run_1/clock_wires.png
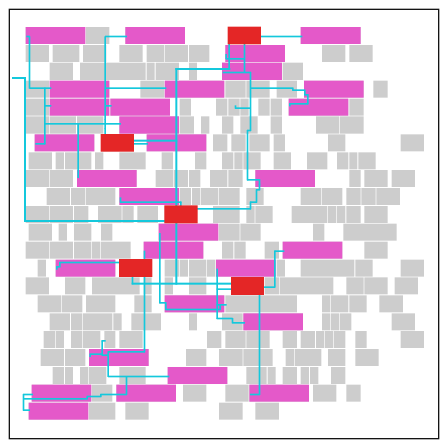
run_1/congestion_map.png
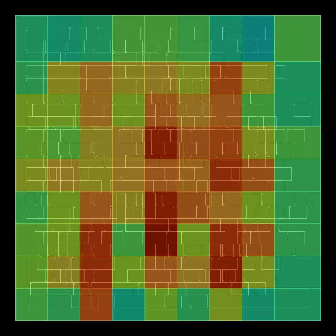
run_1/class_map.png
Scale bar: 20 µm.
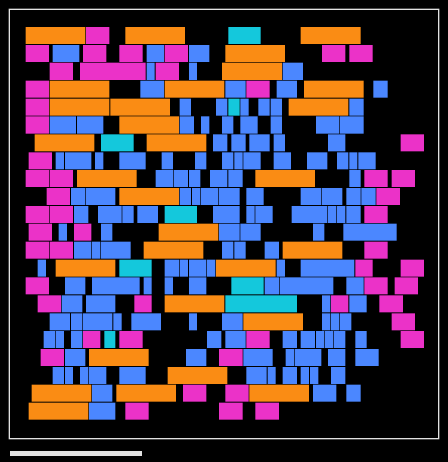
`src/rtl/easyaxi_pkg.sv`:
```
// Shared constants and helpers for the easyaxi outstanding-slot allocator and
// the per-ID order tracker that sits downstream of it.
package easyaxi_pkg;

  localparam int OST_DEPTH_DEF = 16;
  localparam int ID_WIDTH_DEF  = 4;

  // Slot pointer width; never narrower than one bit so a 1- or 2-deep build
  // still has a real pointer bus.
  function automatic int ptr_width_f(input int depth);
    int w;
    w = $clog2(depth);
    return (w < 1) ? 1 : w;
  endfunction

endpackage

```
`src/rtl/easyaxi_ost_alloc_if.sv`:
```
// Request/response handshake bundle for easyaxi_ost_alloc.
// slave  : the allocator's view (accepts up requests, drives dn, takes releases).
// master : the surrounding logic's view (issues requests, consumes dn, releases).
interface easyaxi_ost_alloc_if #(
  parameter int ID_WIDTH  = 4,
  parameter int PTR_WIDTH = 4
);
  logic                 up_valid;
  logic                 up_ready;
  logic [ID_WIDTH-1:0]  up_id;
  logic                 dn_valid;
  logic                 dn_ready;
  logic [ID_WIDTH-1:0]  dn_id;
  logic [PTR_WIDTH-1:0] dn_ptr;
  logic                 rel_valid;
  logic [PTR_WIDTH-1:0] rel_ptr;

  modport slave (
    input  up_valid, up_id, dn_ready, rel_valid, rel_ptr,
    output up_ready, dn_valid, dn_id, dn_ptr
  );

  modport master (
    output up_valid, up_id, dn_ready, rel_valid, rel_ptr,
    input  up_ready, dn_valid, dn_id, dn_ptr
  );
endinterface

```
`src/rtl/easyaxi_prio_enc.sv`:
```
// Lowest-index-first priority encoder. Used on the inverted busy bitmap to
// find the first free slot.
module easyaxi_prio_enc #(
  parameter int WIDTH = 16,
  parameter int IDX_W = 4
) (
  input  logic [WIDTH-1:0] req,
  output logic [IDX_W-1:0] idx,
  output logic             any
);

  // Scan from the top down so the lowest set bit is the last one written.
  always_comb begin
    idx = '0;
    any = 1'b0;
    for (int i = WIDTH - 1; i >= 0; i--) begin
      if (req[i]) begin
        idx = IDX_W'(i);
        any = 1'b1;
      end
    end
  end

endmodule

```
`src/rtl/easyaxi_ost_alloc.sv`:
```
// Outstanding-slot allocator. Hands each accepted request the lowest free slot
// pointer, forwards it through one register stage, and frees the slot when the
// order tracker reports the last response beat for it.
// Optional release checker: define EASYAXI_OST_ALLOC_CHK_EN to add the sticky
// rel_err flag for releases that hit a free or out-of-range slot.
module easyaxi_ost_alloc
  import easyaxi_pkg::*;
#(
  parameter int  OST_DEPTH = OST_DEPTH_DEF,
  parameter int  ID_WIDTH  = ID_WIDTH_DEF,
  localparam int PTR_WIDTH = ptr_width_f(OST_DEPTH)
) (
  input  logic                 clk,
  input  logic                 rst,
  easyaxi_ost_alloc_if.slave   bus,
  output logic [OST_DEPTH-1:0] slot_busy,
  output logic [PTR_WIDTH:0]   ost_cnt,
  output logic                 full,
  output logic                 empty
`ifdef EASYAXI_OST_ALLOC_CHK_EN
  ,
  output logic                 rel_err
`endif
);

  localparam logic [PTR_WIDTH:0] DEPTH_C = (PTR_WIDTH + 1)'(OST_DEPTH);

  logic                 stage_free;
  logic                 accept;
  logic                 rel_hit;
  logic [PTR_WIDTH-1:0] free_ptr;
  logic                 free_any;
  logic [OST_DEPTH-1:0] alloc_mask;
  logic [OST_DEPTH-1:0] rel_mask;

  logic                 dn_valid_q;
  logic [ID_WIDTH-1:0]  dn_id_q;
  logic [PTR_WIDTH-1:0] dn_ptr_q;

  // Allocation always looks at the registered bitmap, so a slot released this
  // cycle only becomes visible next cycle.
  easyaxi_prio_enc #(
    .WIDTH (OST_DEPTH),
    .IDX_W (PTR_WIDTH)
  ) u_prio_enc (
    .req (~slot_busy),
    .idx (free_ptr),
    .any (free_any)
  );

  assign full  = (ost_cnt == DEPTH_C);
  assign empty = (ost_cnt == '0);

  assign stage_free   = ~dn_valid_q | bus.dn_ready;
  // free_any is redundant with ~full while the count tracks the bitmap; kept
  // so a corrupted count can never allocate an already-busy slot.
  assign bus.up_ready = stage_free & ~full & free_any;
  assign accept       = bus.up_valid & bus.up_ready;

  assign bus.dn_valid = dn_valid_q;
  assign bus.dn_id    = dn_id_q;
  assign bus.dn_ptr   = dn_ptr_q;

  // Qualify the release: in range and currently busy, otherwise it is ignored.
  always_comb begin
    rel_hit = 1'b0;
    if (bus.rel_valid && ({1'b0, bus.rel_ptr} < DEPTH_C)) begin
      rel_hit = slot_busy[bus.rel_ptr];
    end
  end

  // One-hot set/clear masks; allocation and release can never target the same
  // slot because one must be free and the other busy.
  always_comb begin
    alloc_mask = '0;
    rel_mask   = '0;
    if (accept)  alloc_mask = OST_DEPTH'(1) << free_ptr;
    if (rel_hit) rel_mask   = OST_DEPTH'(1) << bus.rel_ptr;
  end

  // Forwarding register: load on accept, hold while stalled, drop after handshake.
  always_ff @(posedge clk or posedge rst) begin
    if (rst) begin
      dn_valid_q <= 1'b0;
      dn_id_q    <= '0;
      dn_ptr_q   <= '0;
    end else if (accept) begin
      dn_valid_q <= 1'b1;
      dn_id_q    <= bus.up_id;
      dn_ptr_q   <= free_ptr;
    end else if (bus.dn_ready) begin
      dn_valid_q <= 1'b0;
    end
  end

  // Busy bitmap and matching outstanding count.
  always_ff @(posedge clk or posedge rst) begin
    if (rst) begin
      slot_busy <= '0;
      ost_cnt   <= '0;
    end else begin
      slot_busy <= (slot_busy | alloc_mask) & ~rel_mask;
      if (accept && !rel_hit) begin
        ost_cnt <= ost_cnt + 1'b1;
      end else if (rel_hit && !accept) begin
        ost_cnt <= ost_cnt - 1'b1;
      end
    end
  end

`ifdef EASYAXI_OST_ALLOC_CHK_EN
  // Sticky flag for any release that did not free a slot.
  always_ff @(posedge clk or posedge rst) begin
    if (rst) begin
      rel_err <= 1'b0;
    end else if (bus.rel_valid && !rel_hit) begin
      rel_err <= 1'b1;
    end
  end
`endif

endmodule

```
`src/flat_wrapper.sv`:
```
// flat-port wrapper written by rule: the top's interface ports become plain ports
module easyaxi_ost_alloc_flat import easyaxi_pkg::*;
#(
  parameter int  OST_DEPTH = OST_DEPTH_DEF,
  parameter int  ID_WIDTH  = ID_WIDTH_DEF,
  localparam int PTR_WIDTH = ptr_width_f(OST_DEPTH)
)
  (clk, rst, slot_busy, ost_cnt, full, empty, bus_up_valid, bus_up_id, bus_dn_ready, bus_rel_valid, bus_rel_ptr, bus_up_ready, bus_dn_valid, bus_dn_id, bus_dn_ptr);
  easyaxi_ost_alloc_if #(.ID_WIDTH(ID_WIDTH), .PTR_WIDTH(4)) bus_i ();
  input  logic clk;
  input  logic rst;
  output logic [OST_DEPTH-1:0] slot_busy;
  output logic [PTR_WIDTH:0] ost_cnt;
  output logic full;
  output logic empty;
  input wire logic [$bits(bus_i.up_valid)-1:0] bus_up_valid;
  input wire logic [$bits(bus_i.up_id)-1:0] bus_up_id;
  input wire logic [$bits(bus_i.dn_ready)-1:0] bus_dn_ready;
  input wire logic [$bits(bus_i.rel_valid)-1:0] bus_rel_valid;
  input wire logic [$bits(bus_i.rel_ptr)-1:0] bus_rel_ptr;
  output wire logic [$bits(bus_i.up_ready)-1:0] bus_up_ready;
  output wire logic [$bits(bus_i.dn_valid)-1:0] bus_dn_valid;
  output wire logic [$bits(bus_i.dn_id)-1:0] bus_dn_id;
  output wire logic [$bits(bus_i.dn_ptr)-1:0] bus_dn_ptr;
  assign bus_i.up_valid = bus_up_valid;
  assign bus_i.up_id = bus_up_id;
  assign bus_i.dn_ready = bus_dn_ready;
  assign bus_i.rel_valid = bus_rel_valid;
  assign bus_i.rel_ptr = bus_rel_ptr;
  assign bus_up_ready = bus_i.up_ready;
  assign bus_dn_valid = bus_i.dn_valid;
  assign bus_dn_id = bus_i.dn_id;
  assign bus_dn_ptr = bus_i.dn_ptr;
  easyaxi_ost_alloc #(.OST_DEPTH(OST_DEPTH), .ID_WIDTH(ID_WIDTH)) u_core (.clk(clk), .rst(rst), .bus(bus_i), .slot_busy(slot_busy), .ost_cnt(ost_cnt), .full(full), .empty(empty));
endmodule
```
`config.mk`:
```
export PLATFORM = sky130hd
export DESIGN_NAME = easyaxi_ost_alloc_flat
export DESIGN_NICKNAME = d
export VERILOG_FILES = /design/src/rtl/easyaxi_pkg.sv /design/src/rtl/easyaxi_ost_alloc_if.sv /design/src/rtl/easyaxi_prio_enc.sv /design/src/rtl/easyaxi_ost_alloc.sv /design/src/flat_wrapper.sv
export SDC_FILE = /design/constraint.sdc
export NUM_CORES = 1
export LEC_CHECK = 0
export CAP_MARGIN = 20
export CORE_MARGIN = 2
export CORE_UTILIZATION = 49
export CTS_CLUSTER_SIZE = 28
export DETAILED_ROUTE_END_ITERATION = 10
export MAX_ROUTING_LAYER = met4
export PLACE_DENSITY_LB_ADDON = 0.25
export SLEW_MARGIN = 20
export SYNTH_ARGS = -nofsm -noshare
export SYNTH_HDL_FRONTEND = slang
export SYNTH_SLANG_ARGS = --single-unit
export TNS_END_PERCENT = 10
```
`constraint.sdc`:
```
create_clock -name clk -period 3.88 [get_ports clk]
set_input_delay 0.776 -clock clk [delete_from_list [all_inputs] [get_ports clk]]
set_output_delay 0.776 -clock clk [all_outputs]
set_load 0.05 [all_outputs]
```
==> results.json, run 1 <==
{
  "grt_pass1_wl_um": 8440,
  "synthCells": 182,
  "warnings": 26,
  "arrival_ns": 3.72,
  "drtAntennaViolNets": 0,
  "status": "finished clean",
  "fmax_mhz": 281,
  "grt_usage_pct": 27.0,
  "end_kind": "flip-flop",
  "drcViolationCount": 0,
  "ys.warnings.count": 0,
  "finClkSkew_ns": 0.00490,
  "ios": 46,
  "cts_htree_levels": 2,
  "cts-root-buf": "clkbuf_8",
  "critPathMaxStageDelay_ns": 0.58,
  "dr.first_iter.drc_count": 129,
  "cts_tree": "done",
  "ff_type": "dfrtp_1",
  "cts_resized": 0,
  "logic_area_mm2": 0.00101,
  "ir_worst_vdd_uv": 539,
  "syn_area_mm2": 0.00183,
  "worstPathCellList": "clkdlybuf4s50_1 -> mux4_2 -> o211ai_1 -> a21oi_1 -> nor2_1 -> ha_1 -> inv_1 -> fa_1 -> a21o_1 -> a21oi_1 -> xnor2_1 -> nor2_1 -> xnor2_1",
  "die_width_um": 65.1,
  "critPathRequiredTime_ns": 4.05,
  "routed_via_density": 6.20,
  "critical_path_class": "input pin to flip-flop",
  "final_max_slew_viol_count": 0,
  "numSynthFlops": 30,
  "grt_pass1_vias": 1726,
  "io_buffers": 45,
  "antennaDiodeCount": 0,
  "globalRouteOverflowTotal": 0,
  "fp_util_pct": 50.3,
  "top_usage_layer": "met2",
  "yosysCellCount": 182,
  "layout_setup_ws_ns": 0.323,
  "area_growth_pct": 35.8
}
About clock_wires.png:
- flip-flops: magenta (count 30)
- clock-net drivers: red (count 5)
- clock wires: cyan (length 434 µm)
- routed clock nets: 6

About congestion_map.png:
M3 GR Usage: 5.03%
met1 Track Usage GR: 33.0%
Routed wire per std cell: 18.0 µm
met2 Usage GRT: 43.6%

About class_map.png:
- remaining buffers and delay cells: magenta (cells 51; share of their area 21%)
- remaining logic cells: blue (cells 146; share of their area 43%)
- registers: orange (cells 30; share of their area 31%)
- clock drivers and dummy loads: cyan (cells 8; share of their area 4.5%)
flop share of the area: 30.2%
Core ar.: 0.00363 mm²

## run 1: metrics by stage
step                total power (W)  util, %  instance area [µm²]
global route                0.00243     68.3                 2480
detailed placement          0.00198     65.3                 2370
finish                      0.00231     68.3                 2480
global placement            0.00195     64.6                 2350
floorplan                   0.00155        -                 1830
CTS                         0.00231     68.3                 2480
## run 1: per-layer routing
| metal | wire length [µm] | part of all wire (%) | vias up |
|---|---|---|---|
| met4 | 206 | 4.1 | 0 |
| met5 | 0 | 0 | - |
| met3 | 308 | 6.1 | 18 |
| met1 | 2100 | 41 | 863 |
| met2 | 2470 | 49 | 80 |
| li1 | - | - | 793 |
## run 1: synthesized netlist by cell type, drive strengths merged, types with 4 or more instances
cell type / instances / area share [%]
ha: 4 / 2.7
xnor2: 4 / 1.9
a2bb2oi: 7 / 3.4
nor2b: 5 / 1.7
nor2: 12 / 2.5
o211ai: 7 / 3.1
nor3: 6 / 1.6
nand3: 4 / 1.1
a22oi: 4 / 1.9
inv: 11 / 2.3
dfrtp: 30 / 41
buf: 4 / 1.2
a21oi: 11 / 3.0
o21ai: 5 / 1.4
a21o: 5 / 2.1
mux2: 6 / 3.7
nand2: 12 / 2.6
## run 1: state kept, by name (all words and copies together) (netlist names)
name	flops
u_core.ost_cnt	5
u_core.bus.dn_ptr	4
u_core.bus.dn_valid	1
u_core.bus.dn_id	4
u_core.slot_busy	16
## run 1: report_power, final
part / switching [W] / internal (W) / leakage [nW]
registers: 0.000167 / 0.000429 / 0.355
logic: 0.000857 / 0.000538 / 0.649
clock network: 0.000126 / 0.000189 / 0.0579
## run 1: cells in the final DEF, fill, tap and decap left out, types with 5 or more instances in the layout
cell	Yosys	layout
clkdlybuf4s50_1	0	45
clkbuf_8	0	5
a2bb2oi_1	7	7
mux2_2	6	6
a21oi_1	11	11
nand2_1	11	11
nor2b_1	5	5
dfrtp_1	30	30
inv_1	11	11
nor3_1	6	6
buf_4	1	5
o211ai_1	6	6
nor2_1	12	12
a21o_1	5	5
## run 1: path summary, 6_finish.rpt
path                            cells after the start                    to            startpoint  slack, ns
worst min register to register                      1  u_core.bus.dn_ptr[1]  u_core.bus.dn_ptr[1]       0.48
min in group asynchronous                           2   u_core.slot_busy[2]                   rst       0.87
worst max register to register                     13     u_core.ost_cnt[4]     u_core.ost_cnt[0]       0.89
worst min-delay path                                1  u_core.bus.dn_ptr[1]  u_core.bus.dn_ptr[1]       0.48
max in group asynchronous                           3  u_core.slot_busy[11]                   rst       2.51
worst max-delay path                               13     u_core.ost_cnt[4]        bus_rel_ptr[0]       0.32
## run 1: cells by family (layout without fill, tap and decap cells)
logic type,Yosys count,after routing,synth area share [%]
fa+ha+maj,5,5,3.83
xor+xnor,5,5,2.40
flops,30,30,41.1
mux,11,11,8.49
buf+inv,17,70,3.90
compound gates,55,55,22.5
simple gates,59,59,17.8
## run 1: area by class of cell
class | instances | share of cell area (%)
inverter | 11 | 1.66
sequential | 30 | 30.2
timing repair buffer | 51 | 20.8
tap | 48 | 2.42
clock inverter | 3 | 1.61
clock buffer | 5 | 2.77
multi-input combinational | 135 | 40.5
--- run 2 (diff from run 1) ---
--- a/config.mk
+++ b/config.mk
@@ -6,12 +6,14 @@
 export NUM_CORES = 1
 export LEC_CHECK = 0
 export CAP_MARGIN = 20
+export CORE_ASPECT_RATIO = 1.2
 export CORE_MARGIN = 2
 export CORE_UTILIZATION = 49
 export CTS_CLUSTER_SIZE = 28
 export DETAILED_ROUTE_END_ITERATION = 10
 export MAX_ROUTING_LAYER = met4
 export PLACE_DENSITY_LB_ADDON = 0.25
+export SETUP_SLACK_MARGIN = 0.2
 export SLEW_MARGIN = 20
 export SYNTH_ARGS = -nofsm -noshare
 export SYNTH_HDL_FRONTEND = slang
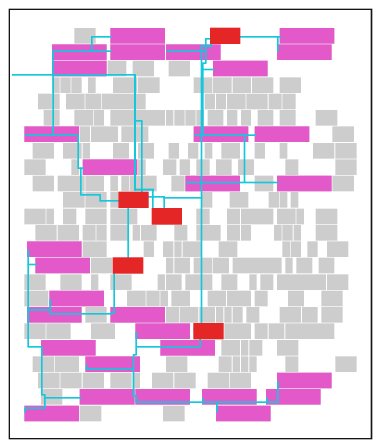
run_2/clock_wires.png
- flip-flops: magenta (count 30)
- clock-net drivers: red (count 5)
- clock wires: cyan (length 413 µm)
- routed clock nets: 6
- flops lie: spread over the die
Latency at later pin: 0.28 ns
Worst Clk Skew: 0.00238 ns
Clock Power Share: 11.1%

==> results.json, run 2 <==
{
  "reg_top3": "u_core.slot_busy (16), u_core.ost_cnt (5)",
  "grt_usage_pct": 27.3,
  "drcViolationCount": 0,
  "critical_path_class": "input pin to flip-flop",
  "regMostFlops": "u_core.slot_busy",
  "globalRouteOverflowTotal": 0,
  "status": "finished clean",
  "ff_type": "dfrtp_1",
  "warnings": 26,
  "fmax_mhz": 288,
  "final_layout_size_suffix_gt1_share_pct": 11.7,
  "cts_htree_levels": 2,
  "numSynthFlops": 30,
  "cts-root-buf": "clkbuf_8",
  "top_area_cell": "dfrtp_1",
  "final_max_slew_viol_count": 0,
  "switching_power_w": 0.00115,
  "most_common_cell": "dfrtp_1",
  "swShare_pct": 51.4,
  "core_mm2": 0.00360,
  "arrival_ns": 3.64,
  "cts_resized": 0,
  "cp-endpoint": "u_core.ost_cnt[4]",
  "ff2ff_path_depth": 13,
  "grt_pass1_vias": 1758,
  "r2r_start": "u_core.ost_cnt[0]",
  "intPower_w": 0.00108,
  "ir_worst_vdd_uv": 541,
  "r2r-end": "u_core.ost_cnt[4]",
  "area_growth_pct": 31.6,
  "lay_top_cells": "clkdlybuf4s50_1 (45), dfrtp_1 (30), nor2_1 (12)",
  "routedWlPerCell_um": 19.0,
  "syn_area_mm2": 0.00183,
  "p_seq_share_pct": 27.2,
  "hp-start": "u_core.bus.dn_ptr[1]",
  "final_common_cell": "clkdlybuf4s50_1",
  "topCellsByArea": "dfrtp_1 (41%), mux2_2 (3.7%), mux4_2 (3.7%)",
  "top_cell_area_share_pct": 41.1,
  "power_frac_comb_pct": 61.7,
  "ios": 46,
  "cts_tree": "done",
  "largest_reg_flops": 16,
  "end_kind": "flip-flop",
  "grt_pass1_wl_um": 8430,
  "fp_util_pct": 50.7,
  "antennaDiodeCount": 0,
  "yosysCellCount": 182,
  "leakagePower_nw": 1.02,
  "die_width_um": 59.8,
  "dr.first_iter.drc_count": 99,
  "io_buffers": 45,
  "critPathRequiredTime_ns": 4.04,
  "total_power_w": 0.00223,
  "synthCells": 182,
  "common_cells": "dfrtp_1 (30), nor2_1 (12), a21oi_1 (11), inv_1 (11), nand2_1 (11)",
  "cp-startpoint": "bus_rel_ptr[0]",
  "ff2ff_setup_slack_ns": 0.87,
  "ys.warnings.count": 0,
  "routed_via_density": 6.30,
  "drtAntennaViolNets": 0
}
## run 2: cell counts after synthesis
Identical to the previous run, type by type.
## run 2: how the worst min path moves through the flow
stage,end,slack (ns),cells past startpoint
after floorplan,u_core.bus.dn_ptr[0],0.75,2
after global placement,u_core.bus.dn_ptr[1],0.46,1
after detailed placement,u_core.bus.dn_ptr[1],0.48,1
after CTS,u_core.bus.dn_ptr[1],0.49,1
after global routing,u_core.bus.dn_ptr[1],0.50,1
final,u_core.bus.dn_ptr[1],0.49,1
## run 2: final cells by class
type | instances | area (µm²)
Sequential cell | 30 | 751
Inverter | 11 | 41.3
Timing Repair Buffer | 48 | 473
Tap cell | 39 | 48.8
Multi-Input combinational cell | 135 | 1010
Clock buffer | 6 | 82.6
Fill cell | 299 | 1200
## run 2: critical path, stage by stage
cell,delay (ns)
clkdlybuf4s50_1,0.50
mux4_2,0.51
o211ai_1,0.23
a21oi_1,0.07
nor2_1,0.19
ha_1,0.20
inv_1,0.10
fa_1,0.41
a21o_1,0.18
a21oi_1,0.17
xnor2_1,0.13
nor2_1,0.06
xnor2_1,0.13
## run 2: layer usage
metal | wire (µm) | vias up | share of wire [%] | GRT usage [%]
li1 | - | 780 | - | -
met1 | 2070 | 812 | 41 | 33.5
met4 | 223 | 0 | 4.4 | 15.1
met3 | 290 | 21 | 5.7 | 3.84
met5 | 0 | - | 0 | -
met2 | 2520 | 83 | 49 | 42.5
## run 2: metrics by stage
stage	utilization, %	cells	cell area, µm²	hold slack [ns]	worst slack (ns)
floorplan	-	182	1830	0.754	0.471
finish	66.8	269	2410	0.495	0.406
global route	66.8	269	2410	0.500	0.208
global placement	64.5	263	2320	0.464	0.168
detailed placement	64.5	263	2320	0.476	0.140
CTS	66.8	269	2410	0.495	0.424
## run 2: kinds of logic after synthesis
| kind of cell | Yosys count | share of synthesized area [%] |
|---|---|---|
| AND/OR/NAND/NOR | 59 | 17.8 |
| AND-OR/OR-AND | 55 | 22.5 |
| flip-flops | 30 | 41.1 |
| buffers and inverters | 17 | 3.90 |
| multiplexers | 11 | 8.49 |
| XOR/XNOR | 5 | 2.40 |
| adder cells (fa/ha/maj) | 5 | 3.83 |
## run 2: power groups by stage
| stage | combinational (W) | sequential, W | clock [W] |
|---|---|---|---|
| after CTS | 0.00137 | 0.000599 | 0.000255 |
| after global routing | 0.00147 | 0.000621 | 0.000266 |
| after detailed placement | 0.00137 | 0.000603 | 0 |
| after global placement | 0.00135 | 0.000596 | 0 |
| after floorplan | 0.000603 | 0.000946 | 0 |
| final | 0.00138 | 0.000607 | 0.000246 |
--- run 3 (diff from run 2) ---
==> constraint.sdc (replaced) <==
create_clock -name clk -period 3.8 [get_ports clk]
set_input_delay 0.76 -clock clk [delete_from_list [all_inputs] [get_ports clk]]
set_output_delay 0.76 -clock clk [all_outputs]
set_load 0.05 [all_outputs]
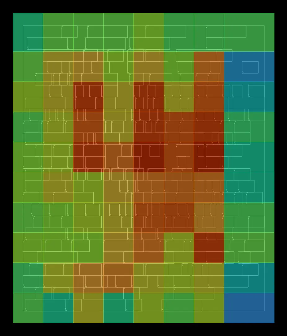
run_3/congestion_map.png
GR peak layer: met2
met2 Usage GRT: 42.5%

==> results.json, run 3 <==
{
  "status": "finished clean",
  "ir_worst_vdd_uv": 589,
  "worstPathCellList": "clkdlybuf4s50_1 -> buf_4 -> mux4_2 -> o211ai_1 -> a21oi_1 -> nor2_1 -> ha_2 -> inv_2 -> fa_2 -> a21o_1 -> a21oi_2 -> xnor2_1 -> nor2_1 -> xnor2_1",
  "dp.cells": 263,
  "power_frac_comb_pct": 62.2,
  "arrival_ns": 3.54,
  "final_max_slew_viol_count": 0,
  "warnings": 26,
  "grt_pass1_wl_um": 8630,
  "grt_usage_pct": 27.7,
  "switching_power_w": 0.00117,
  "final_layout_size_suffix_gt1_share_pct": 13.9,
  "reg_top3": "u_core.slot_busy (16), u_core.ost_cnt (5)",
  "synthCells": 182,
  "swShare_pct": 51.1,
  "fmax_mhz": 295,
  "critPathMaxStageDelay_ns": 0.51,
  "numSynthFlops": 30,
  "most_common_cell": "dfrtp_1",
  "die_width_um": 59.8,
  "slowest_stage": "clkdlybuf4s50_1",
  "critPathRequiredTime_ns": 3.96,
  "intPower_w": 0.00112,
  "ff_type": "dfrtp_1",
  "cts-root-buf": "clkbuf_8",
  "final_common_cell": "clkdlybuf4s50_1",
  "cts_tree": "done",
  "fin_cells": 269,
  "largest_reg_flops": 16,
  "filler_cell_count": 302,
  "drtAntennaViolNets": 0,
  "p_seq_share_pct": 26.8,
  "lay_top_cells": "clkdlybuf4s50_1 (44), dfrtp_1 (30), nor2_1 (12)",
  "finClkSkew_ns": 0.00382,
  "dr.first_iter.drc_count": 172,
  "stdcell_area_mm2": 0.00243,
  "antennaDiodeCount": 0,
  "area_growth_pct": 32.9,
  "topCellsByArea": "dfrtp_1 (41%), mux2_2 (3.7%), mux4_2 (3.7%)",
  "core_mm2": 0.00360,
  "common_cells": "dfrtp_1 (30), nor2_1 (12), a21oi_1 (11), inv_1 (11), nand2_1 (11)",
  "holdWs_ns": 0.483,
  "top_area_cell": "dfrtp_1",
  "final_util_pct": 67.4,
  "io_buffers": 45,
  "drcViolationCount": 0,
  "globalRouteOverflowTotal": 0,
  "use_met1_pct": 36.4,
  "dpl-instance-area_mm2": 0.00232,
  "syn_area_mm2": 0.00183,
  "clkLatencyLatePin_ns": 0.28
}
[run 3: path summary, 6_finish.rpt]
check                                     startpoint                    to  slack [ns]  cells past startpoint
worst max-delay path                  bus_rel_ptr[0]     u_core.ost_cnt[4]        0.42                     14
worst max register to register   u_core.slot_busy[3]     u_core.ost_cnt[4]        0.88                     12
worst min register to register  u_core.bus.dn_ptr[1]  u_core.bus.dn_ptr[1]        0.48                      1
worst min-delay path            u_core.bus.dn_ptr[1]  u_core.bus.dn_ptr[1]        0.48                      1
max in group asynchronous                        rst  u_core.bus.dn_ptr[1]        2.49                      2
min in group asynchronous                        rst  u_core.bus.dn_ptr[3]        0.88                      2
[run 3: power by group through the flow]
stage	Sequential [W]	Clock (W)	Combinational (W)
global placement	0.000608	0	0.00138
CTS	0.000607	0.000259	0.00140
finish	0.000616	0.000253	0.00143
global route	0.000634	0.000270	0.00153
floorplan	0.000966	0	0.000615
detailed placement	0.000610	0	0.00140
[run 3: area by class of cell]
| class | count | area, µm² | share of cell area [%] |
|---|---|---|---|
| Multi-Input combinational cell | 135 | 1030 | 42.4 |
| Sequential cell | 30 | 751 | 30.9 |
| Timing Repair Buffer | 48 | 475 | 19.6 |
| Clock buffer | 6 | 82.6 | 3.40 |
| Tap cell | 39 | 48.8 | 2.01 |
| Inverter | 11 | 41.3 | 1.70 |
[run 3: critical path: cells and delay by family]
kind                       cells  cell delay, ns
buffers and inverters          3            0.76
muxes                          1            0.30
xor gates and xnor gates       2            0.25
and+or+nand+nor                2            0.26
adders and majority gates      2            0.56
AOI/OAI and AO/OA              4            0.65
[run 3: metal layers]
metal  vias up  share of wire, %
met5         -                 0
met4         0               2.8
met3        15               5.4
met2        81                51
met1       829                41
li1        779                 -
[run 3: cell families (layout without fill, tap and decap cells)]
group,Yosys count,after routing,synth area share (%)
and+or+nand+nor,59,59,17.8
AOI/OAI and AO/OA,55,55,22.5
DFF,30,30,41.1
buffers and inverters,17,65,3.90
muxes,11,11,8.49
adders and majority gates,5,5,3.83
xor gates and xnor gates,5,5,2.40
[run 3: timing repair]
item                                    in CTS  in global routing
resized                                      0                  6
hold buffers                                 0                  0
endpoints found under the setup margin       0                  1
endpoints found under the hold margin        0                  0
[run 3: stage by stage]
step	total power, W	worst slack [ns]
floorplan	0.00158	0.391
global placement	0.00198	0.111
detailed placement	0.00201	0.0535
CTS	0.00227	0.346
global route	0.00243	0.206
finish	0.00230	0.415

==> notes/layouts.md <==
Pictures saved along the way, in no particular order.

Register map, names as in the netlist.
panel A
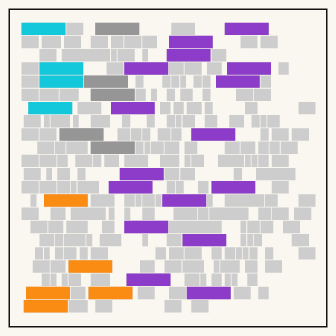
panel B
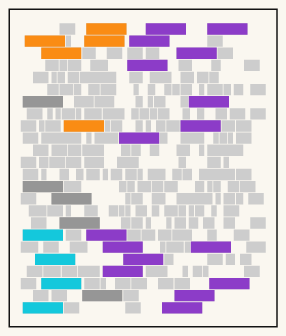
run 3 -> panel B
run 1 -> panel A

Power and IR drop assume default switching activity.
